==> images/cell_density.png <==
Scale bar: 20 um. The die is cut into 8 by 14 equal tiles; black is low, pale yellow is high, 0 to 100% covered.
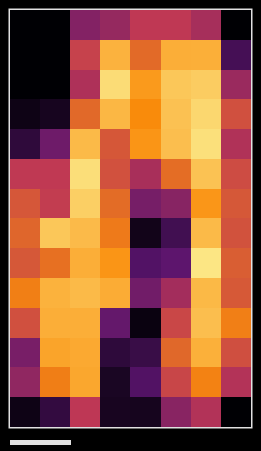
==> images/congestion.png <==
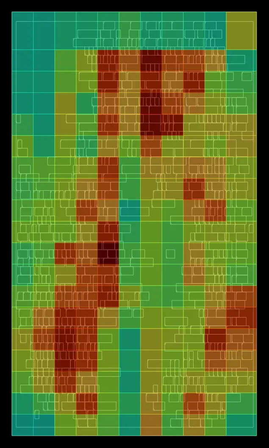
==> images/power_grid.png <==
Scale bar: 20 um. Pins as bars on the die edge.
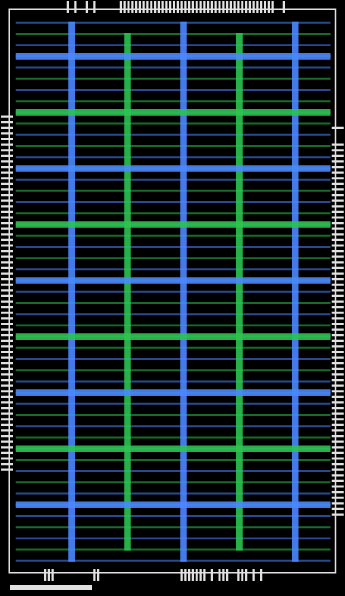
**src/rtl/dsp_mac_sequencer_if.sv**
```systemverilog
// Bundle of the control, operand-stream, DSP-slice and result signals of the
// MAC sequencer. The sequencer itself uses the slave view.
interface dsp_mac_sequencer_if #(
    parameter int SIZE1 = 18,
    parameter int SIZE3 = 48,
    parameter int LENW  = 10
);
    logic             start;
    logic [LENW-1:0]  len;
    logic             busy;

    logic             s_valid;
    logic             s_ready;
    logic [SIZE1-1:0] s_a;
    logic [SIZE1-1:0] s_b;

    logic [SIZE1-1:0] dsp_a;
    logic [SIZE1-1:0] dsp_b;
    logic [7:0]       dsp_opmode;
    logic             dsp_cea;
    logic             dsp_ceb;
    logic             dsp_cem;
    logic             dsp_cep;
    logic             dsp_rst;
    logic [SIZE3-1:0] dsp_p;

    logic             res_valid;
    logic             res_ready;
    logic [SIZE3-1:0] res_data;

    modport slave (
        input  start, len, s_valid, s_a, s_b, dsp_p, res_ready,
        output busy, s_ready, dsp_a, dsp_b, dsp_opmode,
               dsp_cea, dsp_ceb, dsp_cem, dsp_cep, dsp_rst,
               res_valid, res_data
    );

    modport master (
        output start, len, s_valid, s_a, s_b, dsp_p, res_ready,
        input  busy, s_ready, dsp_a, dsp_b, dsp_opmode,
               dsp_cea, dsp_ceb, dsp_cem, dsp_cep, dsp_rst,
               res_valid, res_data
    );
endinterface

```
**src/rtl/dsp_mac_sequencer.sv**
```systemverilog
// Sequences a dot product through an external DSP slice (A1/B1 -> M -> P):
// issues clock enables and OPMODE, then captures the final P as the result.
module dsp_mac_sequencer #(
    parameter int SIZE1 = 18,
    parameter int SIZE3 = 48,
    parameter int LENW  = 10
) (
    input logic                CLK,
    input logic                RST,
    dsp_mac_sequencer_if.slave bus
);
    typedef enum logic [1:0] {IDLE, ACCUM, DRAIN, DONE} state_t;

    state_t           r_state;
    logic [LENW-1:0]  r_cnt;
    logic             r_pend;
    logic [3:1]       r_vld;
    logic [3:1]       r_first;
    logic [SIZE3-1:0] r_res;
    logic             r_busy;
    logic             r_s_ready;
    logic             r_res_valid;

    logic             w_acc;
    logic             w_last_out;

    assign w_acc      = bus.s_valid & r_s_ready & ~RST;
    // Only the last sample is left in flight once it sits alone in stage 3.
    assign w_last_out = r_vld[3] & ~r_vld[2] & ~r_vld[1];

    always_ff @(posedge CLK) begin
        if (RST) begin
            r_state     <= IDLE;
            r_cnt       <= '0;
            r_pend      <= 1'b0;
            r_vld       <= '0;
            r_first     <= '0;
            r_res       <= '0;
            r_busy      <= 1'b0;
            r_s_ready   <= 1'b0;
            r_res_valid <= 1'b0;
        end else begin
            r_vld   <= {r_vld[2:1], w_acc};
            r_first <= {r_first[2:1], w_acc & r_pend};
            case (r_state)
                IDLE: begin
                    if (bus.start) begin
                        r_busy <= 1'b1;
                        if (bus.len != '0) begin
                            r_state   <= ACCUM;
                            r_cnt     <= bus.len;
                            r_pend    <= 1'b1;
                            r_s_ready <= 1'b1;
                        end else begin
                            r_state     <= DONE;
                            r_res       <= '0;
                            r_res_valid <= 1'b1;
                        end
                    end
                end
                ACCUM: begin
                    if (w_acc) begin
                        r_pend <= 1'b0;
                        r_cnt  <= r_cnt - 1'b1;
                        if (r_cnt == LENW'(1)) begin
                            r_state   <= DRAIN;
                            r_s_ready <= 1'b0;
                        end
                    end
                end
                DRAIN: begin
                    if (w_last_out) begin
                        r_state     <= DONE;
                        r_res       <= bus.dsp_p;
                        r_res_valid <= 1'b1;
                    end
                end
                DONE: begin
                    if (bus.res_ready) begin
                        r_state     <= IDLE;
                        r_busy      <= 1'b0;
                        r_res_valid <= 1'b0;
                    end
                end
                default: r_state <= IDLE;
            endcase
        end
    end

    assign bus.busy      = r_busy;
    assign bus.s_ready   = r_s_ready & ~RST;
    assign bus.res_valid = r_res_valid;
    assign bus.res_data  = r_res;

    assign bus.dsp_a   = bus.s_a;
    assign bus.dsp_b   = bus.s_b;
    assign bus.dsp_cea = w_acc;
    assign bus.dsp_ceb = w_acc;
    assign bus.dsp_cem = r_vld[1] & ~RST;
    assign bus.dsp_cep = r_vld[2] & ~RST;
    assign bus.dsp_rst = RST;
    // First product of a job overwrites P (Z=0); the rest accumulate (Z=P).
    assign bus.dsp_opmode = RST ? 8'h00 : (r_first[1] ? 8'h01 : 8'h09);
endmodule

```
**src/flat_wrapper.sv**
```systemverilog
// flat-port wrapper written by rule: the top's interface ports become plain ports
module dsp_mac_sequencer_flat 
#(
    parameter int SIZE1 = 18,
    parameter int SIZE3 = 48,
    parameter int LENW  = 10
)
  (CLK, RST, bus_start, bus_len, bus_s_valid, bus_s_a, bus_s_b, bus_dsp_p, bus_res_ready, bus_busy, bus_s_ready, bus_dsp_a, bus_dsp_b, bus_dsp_opmode, bus_dsp_cea, bus_dsp_ceb, bus_dsp_cem, bus_dsp_cep, bus_dsp_rst, bus_res_valid, bus_res_data);
  dsp_mac_sequencer_if #(.SIZE1(SIZE1), .SIZE3(SIZE3), .LENW(LENW)) bus_i ();
  input logic CLK;
  input logic RST;
  input wire logic [$bits(bus_i.start)-1:0] bus_start;
  input wire logic [$bits(bus_i.len)-1:0] bus_len;
  input wire logic [$bits(bus_i.s_valid)-1:0] bus_s_valid;
  input wire logic [$bits(bus_i.s_a)-1:0] bus_s_a;
  input wire logic [$bits(bus_i.s_b)-1:0] bus_s_b;
  input wire logic [$bits(bus_i.dsp_p)-1:0] bus_dsp_p;
  input wire logic [$bits(bus_i.res_ready)-1:0] bus_res_ready;
  output wire logic [$bits(bus_i.busy)-1:0] bus_busy;
  output wire logic [$bits(bus_i.s_ready)-1:0] bus_s_ready;
  output wire logic [$bits(bus_i.dsp_a)-1:0] bus_dsp_a;
  output wire logic [$bits(bus_i.dsp_b)-1:0] bus_dsp_b;
  output wire logic [$bits(bus_i.dsp_opmode)-1:0] bus_dsp_opmode;
  output wire logic [$bits(bus_i.dsp_cea)-1:0] bus_dsp_cea;
  output wire logic [$bits(bus_i.dsp_ceb)-1:0] bus_dsp_ceb;
  output wire logic [$bits(bus_i.dsp_cem)-1:0] bus_dsp_cem;
  output wire logic [$bits(bus_i.dsp_cep)-1:0] bus_dsp_cep;
  output wire logic [$bits(bus_i.dsp_rst)-1:0] bus_dsp_rst;
  output wire logic [$bits(bus_i.res_valid)-1:0] bus_res_valid;
  output wire logic [$bits(bus_i.res_data)-1:0] bus_res_data;
  assign bus_i.start = bus_start;
  assign bus_i.len = bus_len;
  assign bus_i.s_valid = bus_s_valid;
  assign bus_i.s_a = bus_s_a;
  assign bus_i.s_b = bus_s_b;
  assign bus_i.dsp_p = bus_dsp_p;
  assign bus_i.res_ready = bus_res_ready;
  assign bus_busy = bus_i.busy;
  assign bus_s_ready = bus_i.s_ready;
  assign bus_dsp_a = bus_i.dsp_a;
  assign bus_dsp_b = bus_i.dsp_b;
  assign bus_dsp_opmode = bus_i.dsp_opmode;
  assign bus_dsp_cea = bus_i.dsp_cea;
  assign bus_dsp_ceb = bus_i.dsp_ceb;
  assign bus_dsp_cem = bus_i.dsp_cem;
  assign bus_dsp_cep = bus_i.dsp_cep;
  assign bus_dsp_rst = bus_i.dsp_rst;
  assign bus_res_valid = bus_i.res_valid;
  assign bus_res_data = bus_i.res_data;
  dsp_mac_sequencer #(.SIZE1(SIZE1), .SIZE3(SIZE3), .LENW(LENW)) u_core (.CLK(CLK), .RST(RST), .bus(bus_i));
endmodule
```
**config.mk**
```make
export PLATFORM = sky130hd
export DESIGN_NAME = dsp_mac_sequencer_flat
export DESIGN_NICKNAME = d
export VERILOG_FILES = /design/src/rtl/dsp_mac_sequencer_if.sv /design/src/rtl/dsp_mac_sequencer.sv /design/src/flat_wrapper.sv
export SDC_FILE = /design/constraint.sdc
export NUM_CORES = 1
export LEC_CHECK = 0
export ABC_AREA = 1
export CAP_MARGIN = 25
export CORE_ASPECT_RATIO = 1.75
export CORE_MARGIN = 1
export CORE_UTILIZATION = 35
export DETAILED_ROUTE_END_ITERATION = 12
export HOLD_SLACK_MARGIN = 0.15
export PLACE_DENSITY = 0.75
export SYNTH_ARGS = -nofsm -noshare
export SYNTH_HDL_FRONTEND = slang
export SYNTH_SLANG_ARGS = --single-unit
```
**constraint.sdc**
```tcl
create_clock -name CLK -period 1.6 [get_ports CLK]
set_input_delay 0.48 -clock CLK [delete_from_list [all_inputs] [get_ports CLK]]
set_output_delay 0.48 -clock CLK [all_outputs]
set_load 0.005 [all_outputs]
```
==> summary.txt <==
Critical Path RT: 1.82 ns
P_comb: 7.35 mW
HPWL after DPL: 7.436 mm
Fin nets: 809
Top cells excl fill/tap: 165 x nand2_1, 114 x nor2_1, 59 x dfxtp_1, 58 x dlygate4sd2_1, 49 x clkdlybuf4s50_1
Chip area in the Yosys report: 3611 um^2
Setup crit start: bus_len[0]
Yosys stat cell total: 570
Clk cell area share: 5.159%
Antenna Nets Post-Route: 0
CP max stage delay: 0.26 ns
EDFF count, synth: 0
CP Class: input port to register
Worst setup EP type: register
Seq pwr: 2.85 mW
Max Root-Sink Buffers: 2
Drt total wl: 11.66 mm
Fin crit share: 100.5%
Avg Cell Area, Syn: 6.335 um^2
NonClk Buf Share: 33.10%
Worst-path clk slew: 0.06 ns
CTS tree: built
Met1 WL: 3.956 mm
Seq_cells: 68
Via Count: 3937
Crit path time final: 1.609 ns
Failing checks: negative setup slack
Met3 usage: 2.617%
Ys flop type: dfxtp_1
Post-CTS sizing: 146
Delay-heaviest family, CP: simple AND/OR/NAND/NOR gates
Post-Place Cells: 785
Initial DRT Pass Iterations: 4
Async set-reset flop share out of synthesis: 0%
Setup WS pre-CTS: -0.6680 ns
Clock sinks: 68
Clk_skew: 0.007053 ns
Number of logic gates: 400
Critical path buffers and inverters: 4
Post-synth top cells: 201 x nand2_1, 131 x nor2_1, 68 x dfxtp_1, 44 x buf_4, 33 x inv_1
Simple-gate share of the synthesized area: 38.36%
Post-route cell area: 5844 um^2
Combinational share of power: 60.4%
Max-cap violations: 0
Comb area leader: simple AND/OR/NAND/NOR gates
P_clk: 1.98 mW
Part of the power in registers: 23.4%
Clock network power share: 16.2%
Endpoint of the worst hold path: u_core.r_first[1]
Gpl congestion: 0.9099
Final Hold Slack: 0.4432 ns
Sequential cell area share: 23.49%
Min-delay src: u_core.r_pend
Net Sw Power: 4.771 mW
Final Power: 12.17 mW
Netlist cell types: 27
Final hold vios: 0
Io pins: 199
Comb/total area: 33.25%
WP data arrival: 1.83 ns
Comb gate area: 1943 um^2
Met3 wire length: 577 um
CTS buffer count: 9
Critical Path Stages: 13
Dominant cell area share: 37.70%
Post-Synth AOI/OAI Area: 4.227%
DRC viols: 0
Crit Path Max Fanout: 6
Yosys top cell by area: dfxtp_1
Xor+xnor area frac: 0.2426%
PnR worst setup slack: -0.008791 ns
Area grow syn2layout: 61.85%
Largest net degree at the start of global routing: 48
Max FFs per register: 48
# hold bufs at CTS: 0
Pleak: 2.780 nW
Ys Warns: 0
Fraction of layout instances using a drive strength above 1: 25.14%
Initial DRC Count: 102
Top cells, area: dfxtp_1 38%, nand2_1 21%, nor2_1 14%
Fillers: 913
TAP cells: 125
Non-filler cells, final: 834
Mux share: 0%
Highest metal layer with signal wires: met4
Gr usage total: 19.56%
Met2 WL: 6.199 mm
Setup-failing EPs final: 4
Synthesized flop and latch total: 68
Cell count after synthesis: 570
Root buf cell: clkbuf_16
Clock latency on the worst-skew pair: 0.33 ns
Final Core Density: 58.62%
Fmax: 0.6216 GHz
Max-slew violations: 0
R2r endpoint: u_core.r_cnt[2]
DIE WIDTH: 78.78 um
Main power-consuming group: combinational logic
Initial antenna violation count: 0
Tool Warnings: 34
Cell Chain, Critical Path: buf_6 -> or2_4 -> nor2_4 -> nand2_2 -> nand2_4 -> nand2_4 -> nor2_4 -> buf_12 -> buf_12 -> clkbuf_16 -> nand2_2 -> nand2_1 -> nor2_1
Cell Area, Synth: 3611 um^2
CP endpoint: u_core.bus.res_data[38]
First-pass GRT wire length: 16.07 mm
Starting Density: 36.22%
Layout clock buffers: 9
Chip Area: 10740 um^2
# port buffers: 120
Rows: 48
Placed Area: 4852 um^2
Maximum vdd drop: 0.9292 mV
# H-tree levels: 3
Sw frac: 39.19%
Worst r2r src: u_core.r_state[0]
Most common cell in the netlist: nand2_1
Top cell category: multi-input combinational cells
Vias in the first global route: 3597
RSZ-0062 raised after global routing: yes
GR Overflow Total: 0
Setup TNS: -0.02011 ns
Status: finished, violations left
Synth Seq Share: 37.70%
FA/HA/MAJ Cells, Area Fraction: 2.426%
Min-Delay Path Class: register to register
FF-to-FF setup slack: 0 ns
Invs w/o clock: 35
-- cell_density.png (at the start) --
- emptiest ninth of the die: top left
- fullest tile: 95%
- tiles over 75% full: 31%

-- congestion.png (at the start) --
GRT Max-Usage Layer: met2
GR Util met1: 17.82%
M2 GR Usage: 36.57%

-- power_grid.png (at the start) --
- VSS: blue
- VDD: green
- met5 straps: 9
- signal pins: 199
- met1 rails: 49
- met4 straps: 5
- rows: 48
core area: 9970 um^2
Die H: 136.4 um

Power and IR drop assume default switching activity.
